File: src/rtl/video_pixel_fetch.sv
// video_pixel_fetch
//   Pixel fetch and colour expansion between the VGA timing generator and the
//   shared frame RAM. Each screen coordinate is mapped into a positioned,
//   integer-scaled source image. Packed 8-bit pixels are fetched from
//   word-wide RAM, with one read per new word. Each byte is expanded to
//   24-bit RGB (GRAY8 or RGB332). Latency from x/y sample to r/g/b is
//   MEM_LAT+2 cycles.
//
// Ports
//   clk, rst     system clock, asynchronous active-high reset
//   x, y         current screen column / row
//   active       visible-area flag
//   mode         0 = GRAY8, 1 = RGB332 (sampled per pixel)
//   mem_addr     RAM word address (registered)
//   mem_rd_en    RAM read strobe (registered)
//   mem_rdata    RAM read data, valid MEM_LAT cycles after mem_addr/mem_rd_en
//   r, g, b      colour outputs to the DAC
//   pix_valid    r/g/b carry an in-image pixel
//   frame_done   one-cycle pulse on the last image pixel
//   frame_cnt    completed-frame counter (wraps)
module video_pixel_fetch #(
  parameter int          DATA_W      = 32,
  parameter int          ADDR_W      = 16,
  parameter int          COORD_W     = 10,
  parameter int          IMG_W       = 392,
  parameter int          IMG_H       = 392,
  parameter int          X0          = 0,
  parameter int          Y0          = 0,
  parameter int          SCALE_SHIFT = 0,
  parameter int          MEM_LAT     = 1,
  parameter int          BASE_ADDR   = 0,
  parameter logic [23:0] BORDER_RGB  = 24'h000000
) (
  input  logic               clk,
  input  logic               rst,
  input  logic [COORD_W-1:0] x,
  input  logic [COORD_W-1:0] y,
  input  logic               active,
  input  logic               mode,
  output logic [ADDR_W-1:0]  mem_addr,
  output logic               mem_rd_en,
  input  logic [DATA_W-1:0]  mem_rdata,
  output logic [7:0]         r,
  output logic [7:0]         g,
  output logic [7:0]         b,
  output logic               pix_valid,
  output logic               frame_done,
  output logic [15:0]        frame_cnt
);

  localparam int PPW    = DATA_W / 8;
  localparam int LANE_W = (PPW > 1) ? $clog2(PPW) : 1;
  localparam int P      = MEM_LAT + 1;            // pipeline depth to the data stage
  localparam int W_SC   = IMG_W << SCALE_SHIFT;
  localparam int H_SC   = IMG_H << SCALE_SHIFT;

  // ---------------------------------------------------------------------------
  // Stage 0: coordinate mapping
  // ---------------------------------------------------------------------------
  logic signed [COORD_W:0] rx_s, ry_s;
  logic [31:0]             rx_w, ry_w, sx, sy, idx;
  logic                    x_in, y_in, in_img, last_pix;
  logic [ADDR_W-1:0]       waddr;
  logic [LANE_W-1:0]       lane;
  logic                    rd_d;

  logic [ADDR_W-1:0]       mem_addr_q;
  logic                    mem_rd_en_q;
  logic                    last_ok_q;

  assign rx_s = $signed({1'b0, x}) - $signed((COORD_W+1)'(X0));
  assign ry_s = $signed({1'b0, y}) - $signed((COORD_W+1)'(Y0));

  // Magnitudes are only meaningful when the sign bit is clear; x_in/y_in gate that.
  assign rx_w = {{(32-COORD_W){1'b0}}, rx_s[COORD_W-1:0]};
  assign ry_w = {{(32-COORD_W){1'b0}}, ry_s[COORD_W-1:0]};

  assign x_in   = !rx_s[COORD_W] && (rx_w < 32'(W_SC));
  assign y_in   = !ry_s[COORD_W] && (ry_w < 32'(H_SC));
  assign in_img = active && x_in && y_in;

  assign sx  = rx_w >> SCALE_SHIFT;
  assign sy  = ry_w >> SCALE_SHIFT;
  assign idx = sy * 32'(IMG_W) + sx;

  assign waddr = ADDR_W'(32'(BASE_ADDR) + idx / 32'(PPW));
  assign lane  = LANE_W'(idx % 32'(PPW));

  assign last_pix = in_img && (rx_w == 32'(W_SC - 1)) && (ry_w == 32'(H_SC - 1));

  // mem_addr only changes on an issued read, so it doubles as the last-issued address.
  assign rd_d = in_img && (!last_ok_q || (waddr != mem_addr_q));

  always_ff @(posedge clk or posedge rst) begin
    if (rst) begin
      mem_addr_q  <= '0;
      mem_rd_en_q <= 1'b0;
      last_ok_q   <= 1'b0;
    end else begin
      mem_rd_en_q <= rd_d;
      if (rd_d) begin
        mem_addr_q <= waddr;
      end
      if (!in_img) begin
        last_ok_q <= 1'b0;
      end else if (rd_d) begin
        last_ok_q <= 1'b1;
      end
    end
  end

  assign mem_addr  = mem_addr_q;
  assign mem_rd_en = mem_rd_en_q;

  // ---------------------------------------------------------------------------
  // Alignment pipeline: MEM_LAT+1 stages so the last stage meets mem_rdata
  // ---------------------------------------------------------------------------
  logic [P-1:0]             img_pq, act_pq, mode_pq, iss_pq, last_pq;
  logic [P-1:0][LANE_W-1:0] lane_pq;

  always_ff @(posedge clk or posedge rst) begin
    if (rst) begin
      img_pq  <= '0;
      act_pq  <= '0;
      mode_pq <= '0;
      iss_pq  <= '0;
      last_pq <= '0;
      lane_pq <= '0;
    end else begin
      img_pq  <= {img_pq[P-2:0],  in_img};
      act_pq  <= {act_pq[P-2:0],  active};
      mode_pq <= {mode_pq[P-2:0], mode};
      iss_pq  <= {iss_pq[P-2:0],  rd_d};
      last_pq <= {last_pq[P-2:0], last_pix};
      lane_pq <= {lane_pq[P-2:0], lane};
    end
  end

  // ---------------------------------------------------------------------------
  // Data stage: word select, byte select, colour expansion
  // ---------------------------------------------------------------------------
  logic [DATA_W-1:0] hold_q;
  logic [DATA_W-1:0] word;
  logic [7:0]        pix;
  logic [7:0]        exp_r, exp_g, exp_b;

  // Reads return in order, so the hold register always has the most recent issued word.
  assign word = iss_pq[P-1] ? mem_rdata : hold_q;
  assign pix  = word[{lane_pq[P-1], 3'b000} +: 8];

  always_comb begin
    exp_r = pix;
    exp_g = pix;
    exp_b = pix;
    if (mode_pq[P-1]) begin
      exp_r = {pix[7:5], pix[7:5], pix[7:6]};
      exp_g = {pix[4:2], pix[4:2], pix[4:3]};
      exp_b = {pix[1:0], pix[1:0], pix[1:0], pix[1:0]};
    end
  end

  always_ff @(posedge clk or posedge rst) begin
    if (rst) begin
      hold_q <= '0;
    end else if (iss_pq[P-1]) begin
      hold_q <= mem_rdata;
    end
  end

  // ---------------------------------------------------------------------------
  // Output register
  // ---------------------------------------------------------------------------
  logic [7:0]  r_q, g_q, b_q;
  logic        pix_valid_q, frame_done_q;
  logic [15:0] frame_cnt_q;

  always_ff @(posedge clk or posedge rst) begin
    if (rst) begin
      r_q          <= '0;
      g_q          <= '0;
      b_q          <= '0;
      pix_valid_q  <= 1'b0;
      frame_done_q <= 1'b0;
      frame_cnt_q  <= '0;
    end else begin
      if (img_pq[P-1]) begin
        r_q         <= exp_r;
        g_q         <= exp_g;
        b_q         <= exp_b;
        pix_valid_q <= 1'b1;
      end else if (act_pq[P-1]) begin
        r_q         <= BORDER_RGB[23:16];
        g_q         <= BORDER_RGB[15:8];
        b_q         <= BORDER_RGB[7:0];
        pix_valid_q <= 1'b0;
      end else begin
        r_q         <= '0;
        g_q         <= '0;
        b_q         <= '0;
        pix_valid_q <= 1'b0;
      end
      frame_done_q <= last_pq[P-1];
      if (last_pq[P-1]) begin
        frame_cnt_q <= frame_cnt_q + 16'd1;
      end
    end
  end

  assign r          = r_q;
  assign g          = g_q;
  assign b          = b_q;
  assign pix_valid  = pix_valid_q;
  assign frame_done = frame_done_q;
  assign frame_cnt  = frame_cnt_q;

endmodule

File: config.mk
export PLATFORM = sky130hd
export DESIGN_NAME = video_pixel_fetch
export DESIGN_NICKNAME = d
export VERILOG_FILES = /design/src/rtl/video_pixel_fetch.sv
export SDC_FILE = /design/constraint.sdc
export NUM_CORES = 1
export LEC_CHECK = 0
export ABC_AREA = 1
export CORE_ASPECT_RATIO = 1.4
export CORE_UTILIZATION = 35
export DETAILED_ROUTE_END_ITERATION = 8
export PLACE_DENSITY = 0.59
export SYNTH_ARGS = -nofsm -noshare
export SYNTH_HDL_FRONTEND = slang
export SYNTH_SLANG_ARGS = --single-unit
File: constraint.sdc
create_clock -name clk -period 4.2 [get_ports clk]
set_clock_uncertainty 0.1 [all_clocks]
set_input_delay 0.84 -clock clk [delete_from_list [all_inputs] [get_ports clk]]
set_output_delay 0.84 -clock clk [all_outputs]
set_load 0.01 [all_outputs]
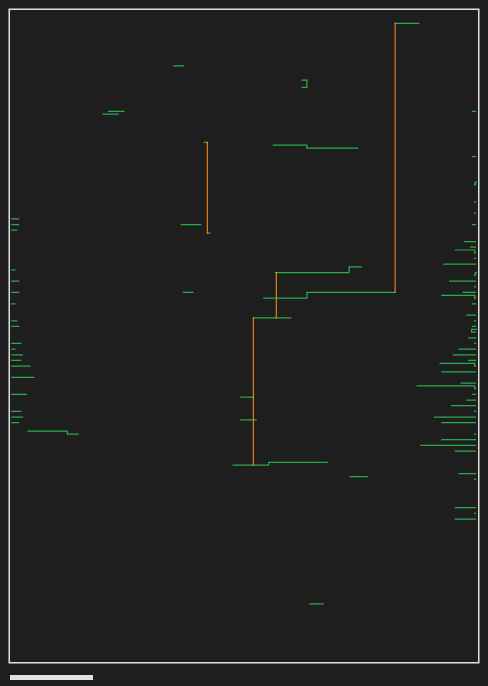
(run_1/metal_stack.png)
Bar = 20 um. Two of the layers only.
Green stands for met3, wire length 363 um. Orange stands for met4, wire length 133 um.
final wirelength: 14100 um
WL/cell: 12.7 um

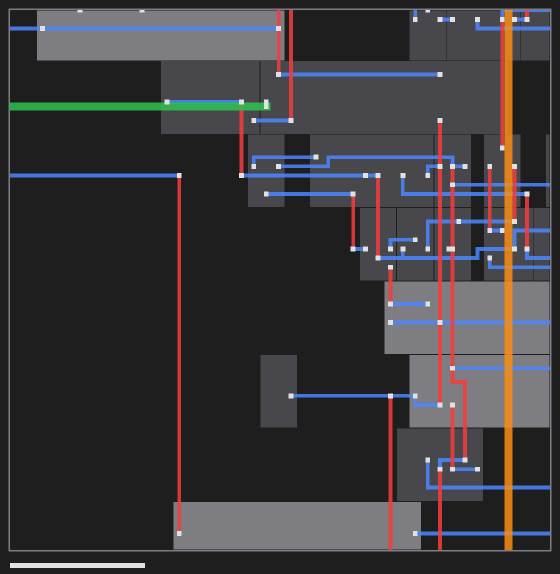
(run_1/zoom.png)
Bar = 5 um. Window x 74 to 94, y 107 to 127 um. Cells in grey, sequential cells in the stronger grey; small squares are vias.
Blue stands for met1. Red stands for met2. Orange stands for met4. Green stands for met3.
Netlist names of flops here include frame_cnt (3), g (1). 19 logic cells have their middle in the window. Most frequent: nand2_1 (5), dfrtp_1 (4), nand3_1 (2). Sequential cells in the window: 4.

==> reports/results.txt, run 1 <==
Outcome: finished, final reports clean
Final cell count without fillers: 1112
Combinational gate power: 1.43 mW
Maximum clock frequency: 240 MHz
Clock root buffer: clkbuf_16
Sequential cell fraction of total power: 0.351
Final critical delay including setup and external delays: 4.17 ns
Number of clock buffers inserted by TritonCTS: 9
Share of synthesized registers carrying an async set or reset: 1.00
Vias per std cell: 4.62
Library cell with the highest instance count after synthesis: nand2_1
Tally of OpenROAD warnings: 33
Fraction of final layout cells sized beyond drive strength 1: 0.147
RSZ-0062 raised after global routing: yes
Final Hold Viols: 0
Clock Power Share: 0.238
Tightest Hold Check Type: register to register
Resized cells post-CTS: 27
Yosys chip area: 0.00597 mm^2
Final Instance Area: 0.00826 mm^2
Maximum fanout count along the critical path: 8
Clock tree from TritonCTS: built
Total congestion overflow: 0
DRC marker count from the first detailed-route iteration: 219
Most used logic cell in the final layout: nand2_1
Number of nets in the layout: 1012
Flip-flops with a built-in enable: 0
Leak pwr: 4.29 nW
Std-Cell Core Area: 0.0167 mm^2
Length of the first detailed-routing pass in iterations: 4
Total number of H-tree levels: 3
Post-layout total power: 3.48 mW
Sequential Power: 1.22 mW
Vias after detailed routing: 5140
P&R area growth vs syn: 38.3%
Ordered list of cells on the worst path: buf_8 > ha_4 > inv_2 > fa_1 > inv_2 > ha_4 > ha_4 > fa_2 > nand2_2 > nor2_4 > nand3_2 > nand2_4 > nand3_4 > nor2_4 > nand2_2 > nand3b_1 > nand3_1 > nor2_2 > nand3_4 > buf_8 > nand3_1 > nand2_1
Clk_lat worst skew: 0.34 ns
Switching pwr: 1.21 mW
Number of buffers added for setup after CTS: 1
Comb gate area: 0.00330 mm^2
Gate power share: 0.411
Total global-route track usage: 0.167
Data arrival at the endpoint of the critical path: 4.31 ns
Main power group: combinational logic
Routability cong.: 0.770
Via count of the first global-routing pass: 4970
Ports placed on the boundary: 115
Number of antenna violations at the first check in global routing: 0
Synth Net Count: 858
Worst slew pin tran: 0.798 ns
Instance area after placement: 0.00763 mm^2
Net switching share of the total power: 0.348
Syn_area_per_cell: 7.95 um^2
Number of fill cells: 1663
Met2 routed wirelength: 7680 um
Number of synthesized register bits: 103
First-pass GRT wire length: 23300 um
Reg area: 0.00258 mm^2
Quantity of I/O buffers inserted on ports: 114
DRC violations left: 0
Highest metal used: met4
Dpl hpwl: 11000 um
Power density of the placed cells: 421 mW/mm^2
Die Y: 157 um
Diodes inserted: 0
Most flops, register: hold_q
Fp util: 0.357
GR met1 Demand/Resource: 0.192
Total of hold buffers inserted after clock tree synthesis: 0
Cell count listed in synth_stat.txt: 751
Sink Count: 103
Clock transition time at the flip-flop clock pins of the worst setup and hold paths: 0.07 ns
Number of max-capacitance violations reported: 0
Standard-cell rows: 56
Required time worst endpoint: 4.33 ns
Kind of critical path: primary input to register
Met3 routed wirelength: 362 um
Ranking of synthesized cells by area: dfrtp_1 (43%), nand2_1 (19%), ha_1 (9.4%), inv_1 (5.7%), nand3_1 (5.5%)
Commonest cells after routing, fill and taps aside: nand2_1 (284), clkdlybuf4s50_1 (108), dfrtp_1 (103)
Clock group: 0.829 mW
Maximum number of pins on one net before global-route repair: 64
Critical Path Slowest Stage Cell: fa_2
Total count of max-transition violations in the final report: 0
Number of distinct library cells after synthesis: 38
Register area share after synthesis: 0.432
Biggest cell delay along the critical path: 0.59 ns
Synthesized netlist cell count: 751
Syn. warnings: 0
CP startpoint kind: primary input
Sum of routed wire segments on met1: 5960 um
Period utilization: 0.993
Internal Power: 2.27 mW
Routing usage on met2: 0.322
Overall die width: 112 um
Biggest area consumer among synthesized cells: dfrtp_1
Main flop type: dfrtp_1
Area of the mapped netlist: 0.00597 mm^2
Crit. End Element: register
Post-detailed-route count of antenna-violating nets: 0
Most frequent cells after synthesis: nand2_1 (298), dfrtp_1 (103), inv_1 (91)
Max reg flops: 32
Count of endpoints failing setup in the final report: 0
Die footprint: 0.0176 mm^2
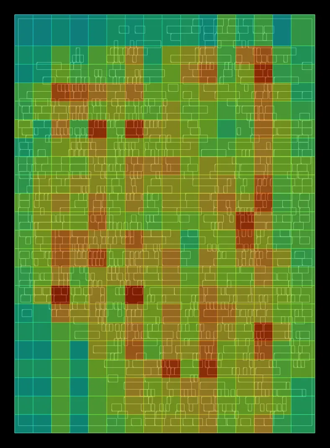
(run_1/final_congestion.png)
routing layer with the top usage in global route: met2
met3 track demand over resource in global routing: 0.0221
share of the core filled with cells: 0.493

run 1: path summary, 6_finish.rpt:
path | startpoint | endpoint | slack, ns | cells after the start
max in group asynchronous | rst | b[2]$_DFF_PP0_ | 2.48 | 3
worst min-delay path | img_pq[0]$_DFF_PP0_ | img_pq[1]$_DFF_PP0_ | 0.25 | 0
worst max register to register | iss_pq[1]$_DFF_PP0_ | r[2]$_DFF_PP0_ | 1.64 | 11
min in group asynchronous | rst | frame_cnt[9]$_DFFE_PP0P_ | 0.79 | 2
worst min register to register | img_pq[0]$_DFF_PP0_ | img_pq[1]$_DFF_PP0_ | 0.25 | 0
worst max-delay path | y[2] | mem_addr[1]$_DFFE_PP0P_ | 0.03 | 22
run 1: through the flow:
| step | setup TNS [ns] | worst slack [ns] |
|---|---|---|
| after detailed placement | -11.76 | -0.795 |
| final | 0 | 0.0284 |
| after CTS | 0 | 0.0162 |
| after floorplan | -0.376 | -0.0380 |
| after global placement | -10.20 | -0.689 |
| after global routing | -1.65 | -0.142 |
run 1: final cells by class:
class,instances,share of cell area
Multi-Input combinational cell,543,0.399
Sequential cell,103,0.312
Timing Repair Buffer,156,0.180
Inverter,92,0.0421
Tap cell,203,0.0307
Clock buffer,10,0.0277
Clock inverter,5,0.00788
run 1: cell families (layout without fill, tap and decap cells):
kind of cell    after synthesis  in the layout  share of synthesized area
simple gates                436            437                      0.309
buf+inv                     106            263                     0.0718
flops                       103            103                      0.432
fa+ha+maj                    51             51                      0.114
compound gates               32             32                     0.0354
xor+xnor                     21             21                     0.0346
mux                           2              2                    0.00335
run 1: critical path: cells and delay by family:
family                     cells  cell delay [ns]
adders and majority gates      5             1.72
and+or+nand+nor               13             1.35
buffers and inverters          4             0.38
==> run_1/met1.png <==
Bar = 20 um. Cells faint in the background.
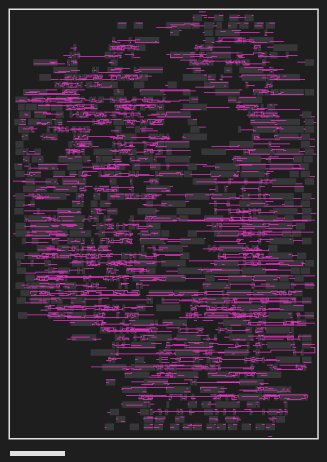

==> run 1 -> run 2 <==
==> constraint.sdc (replaced) <==
create_clock -name clk -period 4.15 [get_ports clk]
set_clock_uncertainty 0.1 [all_clocks]
set_input_delay 0.83 -clock clk [delete_from_list [all_inputs] [get_ports clk]]
set_output_delay 0.83 -clock clk [all_outputs]
set_load 0.01 [all_outputs]
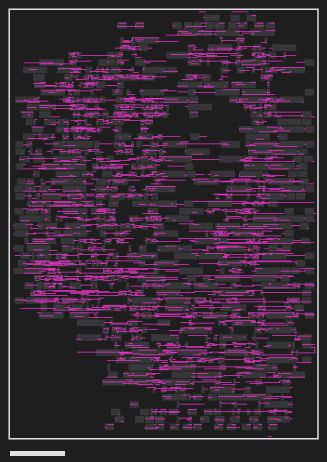
(run_2/met1.png)
Bar = 20 um. Cells faint in the background.
The wires run mostly horizontal. The longest straight run is 34.0 um.
final wirelength: 14600 um
GR met1 Demand/Resource: 0.196
vias after detailed routing: 5224

==> reports/results.txt, run 2 <==
Syn. warnings: 0
Number of distinct library cells after synthesis: 38
Final Hold Viols: 0
Data arrival at the endpoint of the critical path: 4.33 ns
Worst hold path endpoint: img_pq[1]$_DFF_PP0_
Biggest area consumer among synthesized cells: dfrtp_1
Number of nets in the layout: 1017
Kind of critical path: primary input to register
Sequential cell fraction of total power: 0.351
Routability cong.: 0.775
Clock tree from TritonCTS: built
Count of endpoints failing setup in the final report: 14
Flip-flops with a built-in enable: 0
Syn_area_per_cell: 7.95 um^2
Cell family with the largest share of critical-path delay: adder cells
Number of buffers added for setup after CTS: 2
Hold path startpoint: img_pq[0]$_DFF_PP0_
Leak pwr: 4.31 nW
Period utilization: 1.01
Total of hold buffers inserted after clock tree synthesis: 0
Die footprint: 0.0176 mm^2
Gate power share: 0.418
Worst slew pin tran: 0.778 ns
R2R Path End: r[2]$_DFF_PP0_
Fraction of final layout cells sized beyond drive strength 1: 0.160
Library cell with the highest instance count after synthesis: nand2_1
Maximum number of pins on one net before global-route repair: 61
Dpl hpwl: 11200 um
Combinational gate power: 1.48 mW
Total count of max-transition violations in the final report: 0
Synth Net Count: 858
DRC violations left: 0
Fp util: 0.357
Cell count along the critical path: 24
Crit path setup slack, layout: -0.0569 ns
Maximum clock frequency: 238 MHz
Yosys chip area: 0.00597 mm^2
Reg-to-Reg Start: iss_pq[1]$_DFF_PP0_
Power density of the placed cells: 422 mW/mm^2
Total congestion overflow: 0
WHS Path Cells: 0
Setup TNS Final: -0.507 ns
Commonest cells after routing, fill and taps aside: nand2_1 (283), clkdlybuf4s50_1 (108), dfrtp_1 (103)
Share of the core filled with cells: 0.500
Vias per std cell: 4.67
Total number of H-tree levels: 3
Post-layout total power: 3.53 mW
Violated checks: setup timing
Die Y: 157 um
First-pass GRT wire length: 23700 um
Most used logic cell in the final layout: nand2_1
Main flop type: dfrtp_1
Number of antenna violations at the first check in global routing: 0
Max reg flops: 32
Most frequent cells after synthesis: nand2_1 (298), dfrtp_1 (103), inv_1 (91)
Area of the mapped netlist: 0.00597 mm^2
Outcome: complete, but fails checks
Clock Power Share: 0.231
Synthesized netlist cell count: 751
Clk_lat worst skew: 0.34 ns
Tally of OpenROAD warnings: 33
Switching pwr: 1.25 mW
DRC marker count from the first detailed-route iteration: 163
R2R Setup Slk: 1.76 ns
Via count of the first global-routing pass: 5111
Diodes inserted: 0
Standard-cell rows: 56
Number of max-capacitance violations reported: 0
Overall die width: 112 um
R2R depth: 11
Most flops, register: hold_q
Required time worst endpoint: 4.28 ns
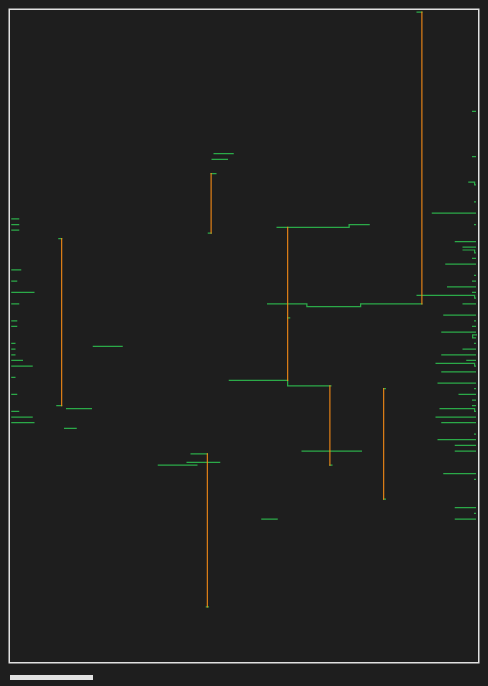
(run_2/metal_stack.png)
Bar = 20 um. Two of the layers only.
Orange stands for met4, wire length 243 um. Green stands for met3, wire length 384 um.
WL/cell: 13.0 um
total global-route track usage: 0.170

==> run 2: cell counts after synthesis <==
Identical to the previous run, type by type.
==> run 2: per-layer routing <==
| layer | routed length [um] | part of all wire | GRT usage | up-vias |
|---|---|---|---|---|
| met2 | 8000 | 0.55 | 0.325 | 100 |
| met1 | 5950 | 0.41 | 0.196 | 2437 |
| met5 | 0 | 0 | 0 | - |
| li1 | - | - | - | 2672 |
| met4 | 243 | 0.017 | 0.0578 | 0 |
| met3 | 383 | 0.026 | 0.0178 | 15 |
==> run 2: cells by family after synthesis <==
| kind of cell | Yosys count | share of synthesized area |
|---|---|---|
| AOI/OAI and AO/OA | 32 | 0.0354 |
| xor gates and xnor gates | 21 | 0.0346 |
| muxes | 2 | 0.00335 |
| adders and majority gates | 51 | 0.114 |
| buffers and inverters | 106 | 0.0718 |
| DFF | 103 | 0.432 |
| and+or+nand+nor | 436 | 0.309 |
==> run 2: final cells by class <==
| type | instances | area, um^2 |
|---|---|---|
| fill | 1608 | 8380 |
| timing repair buffer | 161 | 1520 |
| sequential | 103 | 2580 |
| tap | 203 | 254 |
| clock inverter | 5 | 38.8 |
| multi-input combinational | 543 | 3370 |
| clock buffer | 11 | 253 |
| inverter | 92 | 348 |
==> run 2: how the worst max path moves through the flow <==
stage	start	to	slack, ns
floorplan	y[2]	mem_addr[0]$_DFFE_PP0P_	-0.08
global placement	y[2]	mem_addr[5]$_DFFE_PP0P_	-0.72
detailed placement	y[1]	mem_addr[5]$_DFFE_PP0P_	-0.85
CTS	y[2]	mem_addr[5]$_DFFE_PP0P_	0.006
global route	y[1]	mem_addr[2]$_DFFE_PP0P_	-0.21
finish	y[1]	mem_addr[6]$_DFFE_PP0P_	-0.06
==> run 2 -> run 3 <==
--- a/config.mk
+++ b/config.mk
@@ -6,6 +6,7 @@
 export NUM_CORES = 1
 export LEC_CHECK = 0
 export ABC_AREA = 1
+export ABC_CLOCK_PERIOD_IN_PS = 4150
 export CORE_ASPECT_RATIO = 1.4
 export CORE_UTILIZATION = 35
 export DETAILED_ROUTE_END_ITERATION = 8
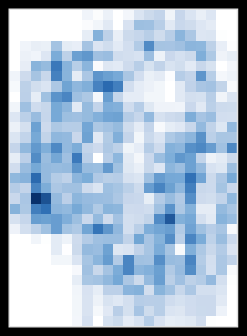
(run_3/wire_density.png)
22 x 31 tiles, from white (low) to dark blue (high), scaled to the fullest tile. Values are wire area over tile area, all layers added.
The emptiest ninth of the die: lower left. 13% of the tiles are over half the peak. The densest ninth of the die: middle left. The mean over all tiles is 0.13.

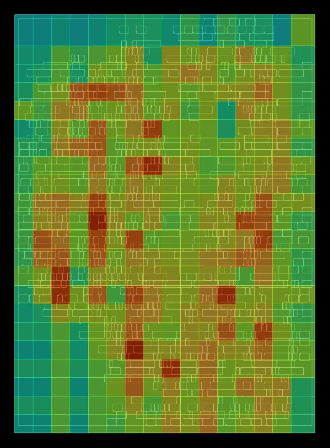
(run_3/final_congestion.png)
routing usage on met2: 0.325
met3 track demand over resource in global routing: 0.0178
share of the core filled with cells: 0.500

==> reports/results.txt, run 3 <==
Number of fill cells: 1608
Crit. End Element: register
Die footprint: 0.0176 mm^2
Library cell with the highest instance count after synthesis: nand2_1
Total congestion overflow: 0
Post-detailed-route count of antenna-violating nets: 0
Area of the mapped netlist: 0.00597 mm^2
Cell family with the largest share of critical-path delay: adder cells
Data arrival at the endpoint of the critical path: 4.33 ns
Quantity of I/O buffers inserted on ports: 114
Die Y: 157 um
CP startpoint kind: primary input
Crit path setup slack, layout: -0.0569 ns
Final Instance Area: 0.00837 mm^2
Number of max-capacitance violations reported: 0
Final cell count without fillers: 1118
Ranking of synthesized cells by area: dfrtp_1 (43%), nand2_1 (19%), ha_1 (9.4%), inv_1 (5.7%), nand3_1 (5.5%)
Dpl hpwl: 11200 um
Maximum number of pins on one net before global-route repair: 61
Gate power share: 0.418
RSZ-0062 raised after global routing: yes
Maximum fanout count along the critical path: 7
Fp util: 0.357
Reg area: 0.00258 mm^2
Clock transition time at the flip-flop clock pins of the worst setup and hold paths: 0.07 ns
P&R area growth vs syn: 40.1%
Register area share after synthesis: 0.432
Fraction of final layout cells sized beyond drive strength 1: 0.160
Reg-to-Reg Start: iss_pq[1]$_DFF_PP0_
Clk_lat worst skew: 0.34 ns
Commonest cells after routing, fill and taps aside: nand2_1 (283), clkdlybuf4s50_1 (108), dfrtp_1 (103)
Diodes inserted: 0
Required time worst endpoint: 4.28 ns
Final Hold Viols: 0
Share of synthesized registers carrying an async set or reset: 1.00
Tightest Hold Check Type: register to register
Most flops, register: hold_q
Standard-cell rows: 56
Routability cong.: 0.775
Number of distinct library cells after synthesis: 38
Tally of OpenROAD warnings: 33
Setup slack after placement: -0.850 ns
Syn_area_per_cell: 7.95 um^2
Kind of critical path: primary input to register
Worst slew pin tran: 0.778 ns
Max reg flops: 32
Beginning of the critical path: y[1]
Ports placed on the boundary: 115
Sink Count: 103
Overall die width: 112 um
Power density of the placed cells: 422 mW/mm^2
Number of nets in the layout: 1017
Number of antenna violations at the first check in global routing: 0
Internal Power: 2.28 mW
Biggest cell delay along the critical path: 0.59 ns
Maximum clock frequency: 238 MHz
Main flop type: dfrtp_1
Biggest area consumer among synthesized cells: dfrtp_1
Setup TNS Final: -0.507 ns
Cell count listed in synth_stat.txt: 751
Total global-route track usage: 0.170
Net switching share of the total power: 0.354
Violated checks: setup timing
Total number of H-tree levels: 3
Synthesized netlist cell count: 751
Sequential cell fraction of total power: 0.351
Hold path startpoint: img_pq[0]$_DFF_PP0_
Clock tree from TritonCTS: built
Count of endpoints failing setup in the final report: 14
Switching pwr: 1.25 mW
Vias after detailed routing: 5224
Ordered list of cells on the worst path: buf_8 > ha_4 > inv_2 > fa_1 > inv_2 > ha_4 > ha_4 > fa_2 > nand2_2 > nor2_4 > buf_6 > inv_2 > nor2_1 > nor2_1 > nor2_1 > nand3_1 > nand2_1 > nand3b_1 > nand3_2 > nor2_4 > nand3_4 > nand2_4 > nand2_1 > nand2_1
Instance area after placement: 0.00764 mm^2
Final critical delay including setup and external delays: 4.21 ns
Final wirelength: 14600 um
Length of the first detailed-routing pass in iterations: 4
Synth Net Count: 858
Clock root buffer: clkbuf_16
DRC marker count from the first detailed-route iteration: 163
Period utilization: 1.01
Vias per std cell: 4.67
Flip-flops with a built-in enable: 0
WL/cell: 13.0 um
Number of synthesized register bits: 103
First-pass GRT wire length: 23700 um
R2R Setup Slk: 1.76 ns
Comb gate area: 0.00337 mm^2
Number of clock buffers inserted by TritonCTS: 9
Total count of max-transition violations in the final report: 0
Critical Path Slowest Stage Cell: fa_2
Buffer-and-inverter tally for the worst setup path: 5
Via count of the first global-routing pass: 5111
Outcome: complete, but fails checks
Leak pwr: 4.31 nW
Yosys chip area: 0.00597 mm^2
Clock Power Share: 0.231
DRC violations left: 0
Std-Cell Core Area: 0.0167 mm^2
Post-layout total power: 3.53 mW
Most used logic cell in the final layout: nand2_1
## run 3: cell counts in the layout (fill, tap and decap cells not counted)
No cell type changed its count.
## run 3: metal layers
metal  GRT usage  share of wire
met5           0              0
met4      0.0578          0.017
met3      0.0178          0.026
met2       0.325           0.55
met1       0.196           0.41
## run 3: logic make-up after synthesis
logic type	after synthesis	share of synthesized area
simple gates	436	0.309
flops	103	0.432
compound gates	32	0.0354
buf+inv	106	0.0718
fa+ha+maj	51	0.114
mux	2	0.00335
xor+xnor	21	0.0346
## run 3: worst paths after layout
path | cells past startpoint | to
worst max-delay path | 24 | mem_addr[6]$_DFFE_PP0P_
worst min-delay path | 0 | img_pq[1]$_DFF_PP0_
worst max register to register | 11 | r[2]$_DFF_PP0_
worst min register to register | 0 | img_pq[1]$_DFF_PP0_
max in group asynchronous | 3 | mem_addr[2]$_DFFE_PP0P_
min in group asynchronous | 2 | frame_cnt[12]$_DFFE_PP0P_
## run 3: cell type report
cell class              instances  area share
inverters                      92      0.0416
clock buffers                  11      0.0302
flip-flops and latches        103       0.308
well taps                     203      0.0304
multi-input cells             543       0.403
clock inverters                 5     0.00464
repair buffers                161       0.182
## run 3: repair_timing
action	in CTS	in global routing
resized	36	47
setup buffers	2	6
setup endpoints to repair	15	15
hold buffers	0	0
cloned	0	1
pin swaps	15	15
## run 3: power groups by stage
stage / Sequential, mW / Clock (mW) / Combinational, mW
floorplan: 1.26 / 0 / 0.761
global placement: 1.26 / 0 / 1.27
detailed placement: 1.26 / 0 / 1.28
finish: 1.24 / 0.815 / 1.48
global route: 1.26 / 0.883 / 1.66
CTS: 1.24 / 0.841 / 1.35
Power and IR drop assume default switching activity.
